File: config.mk
export PLATFORM = sky130hd
export DESIGN_NAME = id_ex_fwd_reg_flat
export DESIGN_NICKNAME = d
export VERILOG_FILES = /design/src/rtl/id_ex_fwd_reg_pkg.sv /design/src/rtl/id_ex_fwd_reg_if.sv /design/src/rtl/id_ex_fwd_reg_fwd_sel_calc.sv /design/src/rtl/id_ex_fwd_reg.sv /design/src/flat_wrapper.sv
export SDC_FILE = /design/constraint.sdc
export NUM_CORES = 1
export LEC_CHECK = 0
export ABC_AREA = 1
export CORE_AREA = 2 2 119 121
export DETAILED_ROUTE_END_ITERATION = 10
export DIE_AREA = 0 0 121 123
export GPL_TIMING_DRIVEN = 0
export PLACE_DENSITY = 0.79
export SYNTH_ARGS = -nofsm -noshare
export SYNTH_HDL_FRONTEND = slang
export SYNTH_SLANG_ARGS = --single-unit
export TNS_END_PERCENT = 50
File: constraint.sdc
create_clock -name clk_i -period 1.65 [get_ports clk_i]
set_input_delay 0.33 -clock clk_i [delete_from_list [all_inputs] [get_ports clk_i]]
set_output_delay 0.33 -clock clk_i [all_outputs]
set_load 0.05 [all_outputs]
File: src/rtl/id_ex_fwd_reg_pkg.sv
// Shared CPU pipeline types: datapath widths, forwarding-select encodings
// and the decoded control bundle carried from ID into EX.
package cpu_pkg;

   localparam int DATA_W = 32;
   localparam int REG_AW = 5;
   localparam int ALUC_W = 4;

   localparam logic [1:0] FWD_REG   = 2'b00;
   localparam logic [1:0] FWD_MEMWB = 2'b01;
   localparam logic [1:0] FWD_EXMEM = 2'b10;

   typedef struct packed {
      logic              reg_write;
      logic              mem_read;
      logic              mem_write;
      logic              mem_to_reg;
      logic              alu_src;
      logic [ALUC_W-1:0] aluc;
   } ctrl_t;

endpackage

File: src/rtl/id_ex_fwd_reg_if.sv
// ID-side inputs, MEM-stage producer info and EX-side outputs of the
// ID/EX register; master is the surrounding pipeline, slave the register.
interface id_ex_fwd_reg_if #(
   parameter int DATA_W = 32,
   parameter int REG_AW = 5,
   parameter int ALUC_W = 4
);
   import cpu_pkg::*;

   logic              hold_i;
   logic              flush_i;
   logic              id_valid_i;
   logic [REG_AW-1:0] id_rs_i;
   logic [REG_AW-1:0] id_rt_i;
   logic [REG_AW-1:0] id_rd_i;
   logic              id_rs_used_i;
   logic              id_rt_used_i;
   logic [DATA_W-1:0] id_rs_data_i;
   logic [DATA_W-1:0] id_rt_data_i;
   logic [DATA_W-1:0] id_imm_i;
   logic [ALUC_W-1:0] id_aluc_i;
   logic              id_reg_write_i;
   logic              id_mem_read_i;
   logic              id_mem_write_i;
   logic              id_mem_to_reg_i;
   logic              id_alu_src_i;
   logic [REG_AW-1:0] mem_rd_i;
   logic              mem_reg_write_i;

   logic              stall_o;
   logic              ex_valid_o;
   logic [REG_AW-1:0] ex_rs_o;
   logic [REG_AW-1:0] ex_rt_o;
   logic [REG_AW-1:0] ex_rd_o;
   logic [DATA_W-1:0] ex_rs_data_o;
   logic [DATA_W-1:0] ex_rt_data_o;
   logic [DATA_W-1:0] ex_imm_o;
   logic [ALUC_W-1:0] ex_aluc_o;
   logic              ex_reg_write_o;
   logic              ex_mem_read_o;
   logic              ex_mem_write_o;
   logic              ex_mem_to_reg_o;
   logic              ex_alu_src_o;
   logic [1:0]        ex_fwd_a_o;
   logic [1:0]        ex_fwd_b_o;

   modport master (
      output hold_i, flush_i, id_valid_i, id_rs_i, id_rt_i, id_rd_i,
             id_rs_used_i, id_rt_used_i, id_rs_data_i, id_rt_data_i, id_imm_i,
             id_aluc_i, id_reg_write_i, id_mem_read_i, id_mem_write_i,
             id_mem_to_reg_i, id_alu_src_i, mem_rd_i, mem_reg_write_i,
      input  stall_o, ex_valid_o, ex_rs_o, ex_rt_o, ex_rd_o, ex_rs_data_o,
             ex_rt_data_o, ex_imm_o, ex_aluc_o, ex_reg_write_o, ex_mem_read_o,
             ex_mem_write_o, ex_mem_to_reg_o, ex_alu_src_o, ex_fwd_a_o, ex_fwd_b_o
   );

   modport slave (
      input  hold_i, flush_i, id_valid_i, id_rs_i, id_rt_i, id_rd_i,
             id_rs_used_i, id_rt_used_i, id_rs_data_i, id_rt_data_i, id_imm_i,
             id_aluc_i, id_reg_write_i, id_mem_read_i, id_mem_write_i,
             id_mem_to_reg_i, id_alu_src_i, mem_rd_i, mem_reg_write_i,
      output stall_o, ex_valid_o, ex_rs_o, ex_rt_o, ex_rd_o, ex_rs_data_o,
             ex_rt_data_o, ex_imm_o, ex_aluc_o, ex_reg_write_o, ex_mem_read_o,
             ex_mem_write_o, ex_mem_to_reg_o, ex_alu_src_o, ex_fwd_a_o, ex_fwd_b_o
   );

endinterface

File: src/rtl/id_ex_fwd_reg_fwd_sel_calc.sv
// Next forwarding select for one ID source register, based on which
// downstream stage will hold its most recent producer one cycle from now.
module fwd_sel_calc #(
   parameter int REG_AW = 5
) (
   input  logic              ex_valid,
   input  logic              ex_reg_write,
   input  logic [REG_AW-1:0] ex_rd,
   input  logic              mem_reg_write,
   input  logic [REG_AW-1:0] mem_rd,
   input  logic [REG_AW-1:0] id_reg,
   output logic [1:0]        sel
);
   import cpu_pkg::*;

   // The EX producer is younger than the MEM one, so it is tested first.
   always_comb begin
      sel = FWD_REG;
      if (ex_valid && ex_reg_write && (ex_rd != '0) && (ex_rd == id_reg))
         sel = FWD_EXMEM;
      else if (mem_reg_write && (mem_rd != '0) && (mem_rd == id_reg))
         sel = FWD_MEMWB;
   end

endmodule

File: src/rtl/id_ex_fwd_reg.sv
// ID/EX pipeline register with registered forwarding selects and internal
// load-use detection (bubble insertion plus upstream stall request).
module id_ex_fwd_reg #(
   parameter int DATA_W = 32,
   parameter int REG_AW = 5,
   parameter int ALUC_W = 4
) (
   input logic           clk_i,
   input logic           rst_i,
   id_ex_fwd_reg_if.slave bus
);
   import cpu_pkg::*;

   logic              vld_p0, vld_p1;
   ctrl_t             ctrl_p0, ctrl_p1;
   logic [REG_AW-1:0] rs_p0, rs_p1, rt_p0, rt_p1, rd_p0, rd_p1;
   logic [DATA_W-1:0] rs_data_p0, rs_data_p1, rt_data_p0, rt_data_p1;
   logic [DATA_W-1:0] imm_p0, imm_p1;
   logic [1:0]        fwd_a_p0, fwd_a_p1, fwd_b_p0, fwd_b_p1;
   logic [1:0]        fwd_a_nxt, fwd_b_nxt;
   logic              load_use;

   assign load_use = vld_p1 && ctrl_p1.mem_read && (rd_p1 != '0) && bus.id_valid_i &&
                     ((bus.id_rs_used_i && (bus.id_rs_i == rd_p1)) ||
                      (bus.id_rt_used_i && (bus.id_rt_i == rd_p1)));

   assign bus.stall_o = load_use && !bus.flush_i && !bus.hold_i;

   fwd_sel_calc #(.REG_AW(REG_AW)) u_fwd_a (
      .ex_valid      (vld_p1),
      .ex_reg_write  (ctrl_p1.reg_write),
      .ex_rd         (rd_p1),
      .mem_reg_write (bus.mem_reg_write_i),
      .mem_rd        (bus.mem_rd_i),
      .id_reg        (bus.id_rs_i),
      .sel           (fwd_a_nxt)
   );

   fwd_sel_calc #(.REG_AW(REG_AW)) u_fwd_b (
      .ex_valid      (vld_p1),
      .ex_reg_write  (ctrl_p1.reg_write),
      .ex_rd         (rd_p1),
      .mem_reg_write (bus.mem_reg_write_i),
      .mem_rd        (bus.mem_rd_i),
      .id_reg        (bus.id_rt_i),
      .sel           (fwd_b_nxt)
   );

   // ID stage: bubble by default, capture when neither flushed nor load-use blocked
   always_comb begin
      vld_p0     = 1'b0;
      ctrl_p0    = '0;
      rs_p0      = '0;
      rt_p0      = '0;
      rd_p0      = '0;
      rs_data_p0 = '0;
      rt_data_p0 = '0;
      imm_p0     = '0;
      fwd_a_p0   = FWD_REG;
      fwd_b_p0   = FWD_REG;
      if (!(bus.flush_i || load_use)) begin
         vld_p0             = bus.id_valid_i;
         ctrl_p0.reg_write  = bus.id_reg_write_i  && bus.id_valid_i;
         ctrl_p0.mem_read   = bus.id_mem_read_i   && bus.id_valid_i;
         ctrl_p0.mem_write  = bus.id_mem_write_i  && bus.id_valid_i;
         ctrl_p0.mem_to_reg = bus.id_mem_to_reg_i && bus.id_valid_i;
         ctrl_p0.alu_src    = bus.id_alu_src_i;
         ctrl_p0.aluc       = bus.id_aluc_i;
         rs_p0              = bus.id_rs_i;
         rt_p0              = bus.id_rt_i;
         rd_p0              = bus.id_rd_i;
         rs_data_p0         = bus.id_rs_data_i;
         rt_data_p0         = bus.id_rt_data_i;
         imm_p0             = bus.id_imm_i;
         fwd_a_p0           = fwd_a_nxt;
         fwd_b_p0           = fwd_b_nxt;
      end
   end

   // EX stage: frozen as a whole while hold_i is asserted
   always_ff @(posedge clk_i or negedge rst_i) begin
      if (!rst_i) begin
         vld_p1     <= 1'b0;
         ctrl_p1    <= '0;
         rs_p1      <= '0;
         rt_p1      <= '0;
         rd_p1      <= '0;
         rs_data_p1 <= '0;
         rt_data_p1 <= '0;
         imm_p1     <= '0;
         fwd_a_p1   <= FWD_REG;
         fwd_b_p1   <= FWD_REG;
      end else if (!bus.hold_i) begin
         vld_p1     <= vld_p0;
         ctrl_p1    <= ctrl_p0;
         rs_p1      <= rs_p0;
         rt_p1      <= rt_p0;
         rd_p1      <= rd_p0;
         rs_data_p1 <= rs_data_p0;
         rt_data_p1 <= rt_data_p0;
         imm_p1     <= imm_p0;
         fwd_a_p1   <= fwd_a_p0;
         fwd_b_p1   <= fwd_b_p0;
      end
   end

   assign bus.ex_valid_o      = vld_p1;
   assign bus.ex_rs_o         = rs_p1;
   assign bus.ex_rt_o         = rt_p1;
   assign bus.ex_rd_o         = rd_p1;
   assign bus.ex_rs_data_o    = rs_data_p1;
   assign bus.ex_rt_data_o    = rt_data_p1;
   assign bus.ex_imm_o        = imm_p1;
   assign bus.ex_aluc_o       = ALUC_W'(ctrl_p1.aluc);
   assign bus.ex_reg_write_o  = ctrl_p1.reg_write;
   assign bus.ex_mem_read_o   = ctrl_p1.mem_read;
   assign bus.ex_mem_write_o  = ctrl_p1.mem_write;
   assign bus.ex_mem_to_reg_o = ctrl_p1.mem_to_reg;
   assign bus.ex_alu_src_o    = ctrl_p1.alu_src;
   assign bus.ex_fwd_a_o      = fwd_a_p1;
   assign bus.ex_fwd_b_o      = fwd_b_p1;

endmodule

File: src/flat_wrapper.sv
// flat-port wrapper written by rule: the top's interface ports become plain ports
module id_ex_fwd_reg_flat import cpu_pkg::*;
#(
   parameter int DATA_W = 32,
   parameter int REG_AW = 5,
   parameter int ALUC_W = 4
)
  (clk_i, rst_i, bus_hold_i, bus_flush_i, bus_id_valid_i, bus_id_rs_i, bus_id_rt_i, bus_id_rd_i, bus_id_rs_used_i, bus_id_rt_used_i, bus_id_rs_data_i, bus_id_rt_data_i, bus_id_imm_i, bus_id_aluc_i, bus_id_reg_write_i, bus_id_mem_read_i, bus_id_mem_write_i, bus_id_mem_to_reg_i, bus_id_alu_src_i, bus_mem_rd_i, bus_mem_reg_write_i, bus_stall_o, bus_ex_valid_o, bus_ex_rs_o, bus_ex_rt_o, bus_ex_rd_o, bus_ex_rs_data_o, bus_ex_rt_data_o, bus_ex_imm_o, bus_ex_aluc_o, bus_ex_reg_write_o, bus_ex_mem_read_o, bus_ex_mem_write_o, bus_ex_mem_to_reg_o, bus_ex_alu_src_o, bus_ex_fwd_a_o, bus_ex_fwd_b_o);
  id_ex_fwd_reg_if #(.DATA_W(DATA_W), .REG_AW(REG_AW), .ALUC_W(ALUC_W)) bus_i ();
  input logic clk_i;
  input logic rst_i;
  input wire logic [$bits(bus_i.hold_i)-1:0] bus_hold_i;
  input wire logic [$bits(bus_i.flush_i)-1:0] bus_flush_i;
  input wire logic [$bits(bus_i.id_valid_i)-1:0] bus_id_valid_i;
  input wire logic [$bits(bus_i.id_rs_i)-1:0] bus_id_rs_i;
  input wire logic [$bits(bus_i.id_rt_i)-1:0] bus_id_rt_i;
  input wire logic [$bits(bus_i.id_rd_i)-1:0] bus_id_rd_i;
  input wire logic [$bits(bus_i.id_rs_used_i)-1:0] bus_id_rs_used_i;
  input wire logic [$bits(bus_i.id_rt_used_i)-1:0] bus_id_rt_used_i;
  input wire logic [$bits(bus_i.id_rs_data_i)-1:0] bus_id_rs_data_i;
  input wire logic [$bits(bus_i.id_rt_data_i)-1:0] bus_id_rt_data_i;
  input wire logic [$bits(bus_i.id_imm_i)-1:0] bus_id_imm_i;
  input wire logic [$bits(bus_i.id_aluc_i)-1:0] bus_id_aluc_i;
  input wire logic [$bits(bus_i.id_reg_write_i)-1:0] bus_id_reg_write_i;
  input wire logic [$bits(bus_i.id_mem_read_i)-1:0] bus_id_mem_read_i;
  input wire logic [$bits(bus_i.id_mem_write_i)-1:0] bus_id_mem_write_i;
  input wire logic [$bits(bus_i.id_mem_to_reg_i)-1:0] bus_id_mem_to_reg_i;
  input wire logic [$bits(bus_i.id_alu_src_i)-1:0] bus_id_alu_src_i;
  input wire logic [$bits(bus_i.mem_rd_i)-1:0] bus_mem_rd_i;
  input wire logic [$bits(bus_i.mem_reg_write_i)-1:0] bus_mem_reg_write_i;
  output wire logic [$bits(bus_i.stall_o)-1:0] bus_stall_o;
  output wire logic [$bits(bus_i.ex_valid_o)-1:0] bus_ex_valid_o;
  output wire logic [$bits(bus_i.ex_rs_o)-1:0] bus_ex_rs_o;
  output wire logic [$bits(bus_i.ex_rt_o)-1:0] bus_ex_rt_o;
  output wire logic [$bits(bus_i.ex_rd_o)-1:0] bus_ex_rd_o;
  output wire logic [$bits(bus_i.ex_rs_data_o)-1:0] bus_ex_rs_data_o;
  output wire logic [$bits(bus_i.ex_rt_data_o)-1:0] bus_ex_rt_data_o;
  output wire logic [$bits(bus_i.ex_imm_o)-1:0] bus_ex_imm_o;
  output wire logic [$bits(bus_i.ex_aluc_o)-1:0] bus_ex_aluc_o;
  output wire logic [$bits(bus_i.ex_reg_write_o)-1:0] bus_ex_reg_write_o;
  output wire logic [$bits(bus_i.ex_mem_read_o)-1:0] bus_ex_mem_read_o;
  output wire logic [$bits(bus_i.ex_mem_write_o)-1:0] bus_ex_mem_write_o;
  output wire logic [$bits(bus_i.ex_mem_to_reg_o)-1:0] bus_ex_mem_to_reg_o;
  output wire logic [$bits(bus_i.ex_alu_src_o)-1:0] bus_ex_alu_src_o;
  output wire logic [$bits(bus_i.ex_fwd_a_o)-1:0] bus_ex_fwd_a_o;
  output wire logic [$bits(bus_i.ex_fwd_b_o)-1:0] bus_ex_fwd_b_o;
  assign bus_i.hold_i = bus_hold_i;
  assign bus_i.flush_i = bus_flush_i;
  assign bus_i.id_valid_i = bus_id_valid_i;
  assign bus_i.id_rs_i = bus_id_rs_i;
  assign bus_i.id_rt_i = bus_id_rt_i;
  assign bus_i.id_rd_i = bus_id_rd_i;
  assign bus_i.id_rs_used_i = bus_id_rs_used_i;
  assign bus_i.id_rt_used_i = bus_id_rt_used_i;
  assign bus_i.id_rs_data_i = bus_id_rs_data_i;
  assign bus_i.id_rt_data_i = bus_id_rt_data_i;
  assign bus_i.id_imm_i = bus_id_imm_i;
  assign bus_i.id_aluc_i = bus_id_aluc_i;
  assign bus_i.id_reg_write_i = bus_id_reg_write_i;
  assign bus_i.id_mem_read_i = bus_id_mem_read_i;
  assign bus_i.id_mem_write_i = bus_id_mem_write_i;
  assign bus_i.id_mem_to_reg_i = bus_id_mem_to_reg_i;
  assign bus_i.id_alu_src_i = bus_id_alu_src_i;
  assign bus_i.mem_rd_i = bus_mem_rd_i;
  assign bus_i.mem_reg_write_i = bus_mem_reg_write_i;
  assign bus_stall_o = bus_i.stall_o;
  assign bus_ex_valid_o = bus_i.ex_valid_o;
  assign bus_ex_rs_o = bus_i.ex_rs_o;
  assign bus_ex_rt_o = bus_i.ex_rt_o;
  assign bus_ex_rd_o = bus_i.ex_rd_o;
  assign bus_ex_rs_data_o = bus_i.ex_rs_data_o;
  assign bus_ex_rt_data_o = bus_i.ex_rt_data_o;
  assign bus_ex_imm_o = bus_i.ex_imm_o;
  assign bus_ex_aluc_o = bus_i.ex_aluc_o;
  assign bus_ex_reg_write_o = bus_i.ex_reg_write_o;
  assign bus_ex_mem_read_o = bus_i.ex_mem_read_o;
  assign bus_ex_mem_write_o = bus_i.ex_mem_write_o;
  assign bus_ex_mem_to_reg_o = bus_i.ex_mem_to_reg_o;
  assign bus_ex_alu_src_o = bus_i.ex_alu_src_o;
  assign bus_ex_fwd_a_o = bus_i.ex_fwd_a_o;
  assign bus_ex_fwd_b_o = bus_i.ex_fwd_b_o;
  id_ex_fwd_reg #(.DATA_W(DATA_W), .REG_AW(REG_AW), .ALUC_W(ALUC_W)) u_core (.clk_i(clk_i), .rst_i(rst_i), .bus(bus_i));
endmodule
Wiring by layer:
Bar = 20 microns.
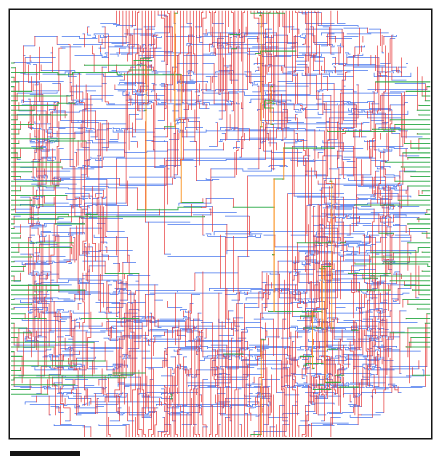
Key: orange = met4 [wire length 337 microns]; blue = met1 [wire length 7490 microns]; red = met2 [wire length 9430 microns]; green = met3 [wire length 1390 microns]
GRT Total Usage: 24.2%
average routed wire per standard cell: 16.6 microns

Ports around the boundary:
Pins as bars across the die edge, other pins in gray.
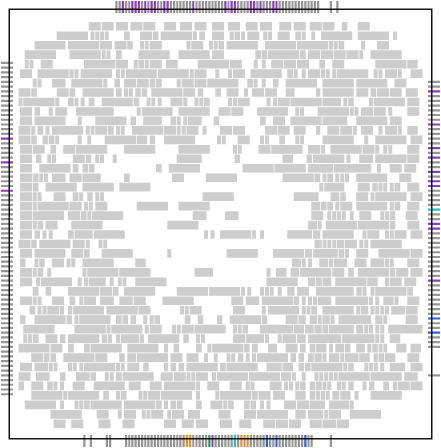
Key: orange = bus_id_aluc_i [pins 4, direction input, edge south]; purple = bus_id_rt_data_i [pins 32, direction input, edge 18 north, 10 east, 3 west, 1 south]; cyan = bus_ex_fwd_b_o [pins 2, direction output, edge 1 south, 1 east]; green = bus_ex_alu_src_o [pins 1, direction output, edge south]; blue = bus_id_rt_i [pins 5, direction input, edge 3 south, 2 east]
All pins by edge: 71 west, 66 north, 64 south, 58 east.
chip width: 121 microns
Die Ht: 123 microns
count of buffers from port buffering: 258

==> summary.txt <==
Flow results.

- The report shows a maximum critical-path fanout of 3.
- Counting the fill cells in the layout gives 1043.
- The remaining max-slew budget at the tightest pin is 51.7%.
- The flow ran to the end, but the final reports show violations.
- The I/O pin count is between 200 and 300.
- The setup slack at placement is -1.49 ns.
- STA classifies the critical path endpoint as an output port.
- The cell that appears most often on the critical path is sky130_fd_sc_hd__nand2_1.
- Counting I/O delays and the setup requirement, the final critical path takes around 2.3 ns.
- The total negative setup slack is -20.06 ns.
- The fraction of final cell area spent on clock buffers and inverters in this run is 6.57%.
- In this run the tools logged warnings totalling 29.
- The report lists the power per cell area as slightly above 1000 nW/um^2.
- In this run the biggest area consumer among cell types represents approximately 58% of the synthesized area.
- In the layout the commonest cells are sky130_fd_sc_hd__nand2_1, sky130_fd_sc_hd__clkdlybuf4s50_1, sky130_fd_sc_hd__dfrtp_1.
- The number of distinct library cell variants in the gate-level netlist after synthesis is 20.
- After detailed routing, the number of vias per cell comes to 4.87.
- The final cell utilization of the core is between 60% and 70%.
- The overall power consumption is between 9 and 10 mW.
- Looking at the group totals, the largest power group turns out to be clock.
- The number of buffer and inverter instances along the worst setup path is 5.
- The routed via count is 5465.
- The max-capacitance violation count is 0.
- The clock tree from TritonCTS is built.
- Looking at the gate-level netlist, the highest instance count belongs to sky130_fd_sc_hd__nand2_1.
- The most common logic cell in the final layout is sky130_fd_sc_hd__nand2_1.
- The via count of the first global-routing pass is between 5000 and 6000.
- The number of synthesized flops with an enable pin is 0.
- The final count of pins violating max slew is 0.
- The insertion delay to the later sink of the worst-skew pair is 0.42 ns.
- Data on the critical path is required at its endpoint by 1.32 ns.
- Looking at the critical path, the single cell with the biggest stage delay is sky130_fd_sc_hd__clkdlybuf4s50_1.
- The final count of negative-setup-slack endpoints is between 100 and 150.
- The sequential power reported by the tool is roughly 3.4 mW.
- The fraction of cell area in sequential cells is reported as approximately a third.
- The count of plain and timing-repair buffers in the layout is approximately 320.
- Per the log, the first TritonRoute iteration ended with a DRC count of 332.
- The post-synthesis instance total is 627.
- The floorplan has 43 rows.
- The count of clock tree sinks is 125.
- The pin slew with the least headroom to its limit is between 0.7 and 0.8 ns.
- The script computed the net switching share of total power as 31.4%.
- The cell type that accounts for the most area after synthesis is sky130_fd_sc_hd__dfrtp_1.
- The timing report gives the worst reg2reg path a setup slack of -0.37 ns.
- The number of diodes is 0.
- The number of clock buffers in the layout is 19.
- The maximum achievable frequency is between 0.4 and 0.5 GHz.
- In the synthesized netlist the dominant register cell turns out to be sky130_fd_sc_hd__dfrtp_1.
- The area of the placeable core is 13600 sq um.
- The power share of the clock group is ~40%.
- Setup slack on the critical path of the routed design comes to -0.659 ns.
- Post-synthesis, Yosys gives the total cell area as between 5000 and 6000 sq um.
- Per the synthesis report, the simple-gate share of the synthesized area is between 30% and 40%.
- The global-route wire length before repair is between 20000 and 30000 microns.
- After synthesis, the share of flip-flops with an asynchronous set or reset is 100%.
- The net count after synthesis is roughly 760.
- Buffers inserted during clock tree synthesis total 17.
- The power drawn by the clock network is 3.82 mW.
- For this floorplan the total number of well-tap instances is around 180.
- In this run the mean area of a mapped cell was between 8 and 9 sq um.
- The final reports fail on setup timing.
- The post-route antenna net violation count is 0.
- The synthesis report lists the Yosys warning total as 0.
- The OpenROAD report gives the critical path a data arrival time of 1.98 ns.
- The post-CTS setup repair buffer count is 10.
-- path summary, 6_finish.rpt --
path / startpoint / endpoint / cells past startpoint
worst min register to register: u_core.bus.ex_imm_o[18] / u_core.bus.ex_imm_o[18] / 2
min in group asynchronous: rst_i / u_core.bus.ex_rt_o[0] / 2
worst min-delay path: bus_id_rt_i[1] / u_core.bus.ex_rt_o[1] / 3
worst max register to register: u_core.bus.ex_rd_o[1] / u_core.bus.ex_fwd_a_o[0] / 14
worst max-delay path: bus_id_rt_i[3] / bus_stall_o / 12
max in group asynchronous: rst_i / u_core.bus.ex_rt_data_o[5] / 3
-- routing by layer --
layer	routed length, microns	up-vias	global-route usage [%]
li1	-	2619	-
met1	7490	2593	28.9
met2	9430	226	40.5
met3	1390	27	8.07
met4	336	0	9.59
met5	0	-	0
Power figures rest on the tool's default switching activity, not on a simulated workload.
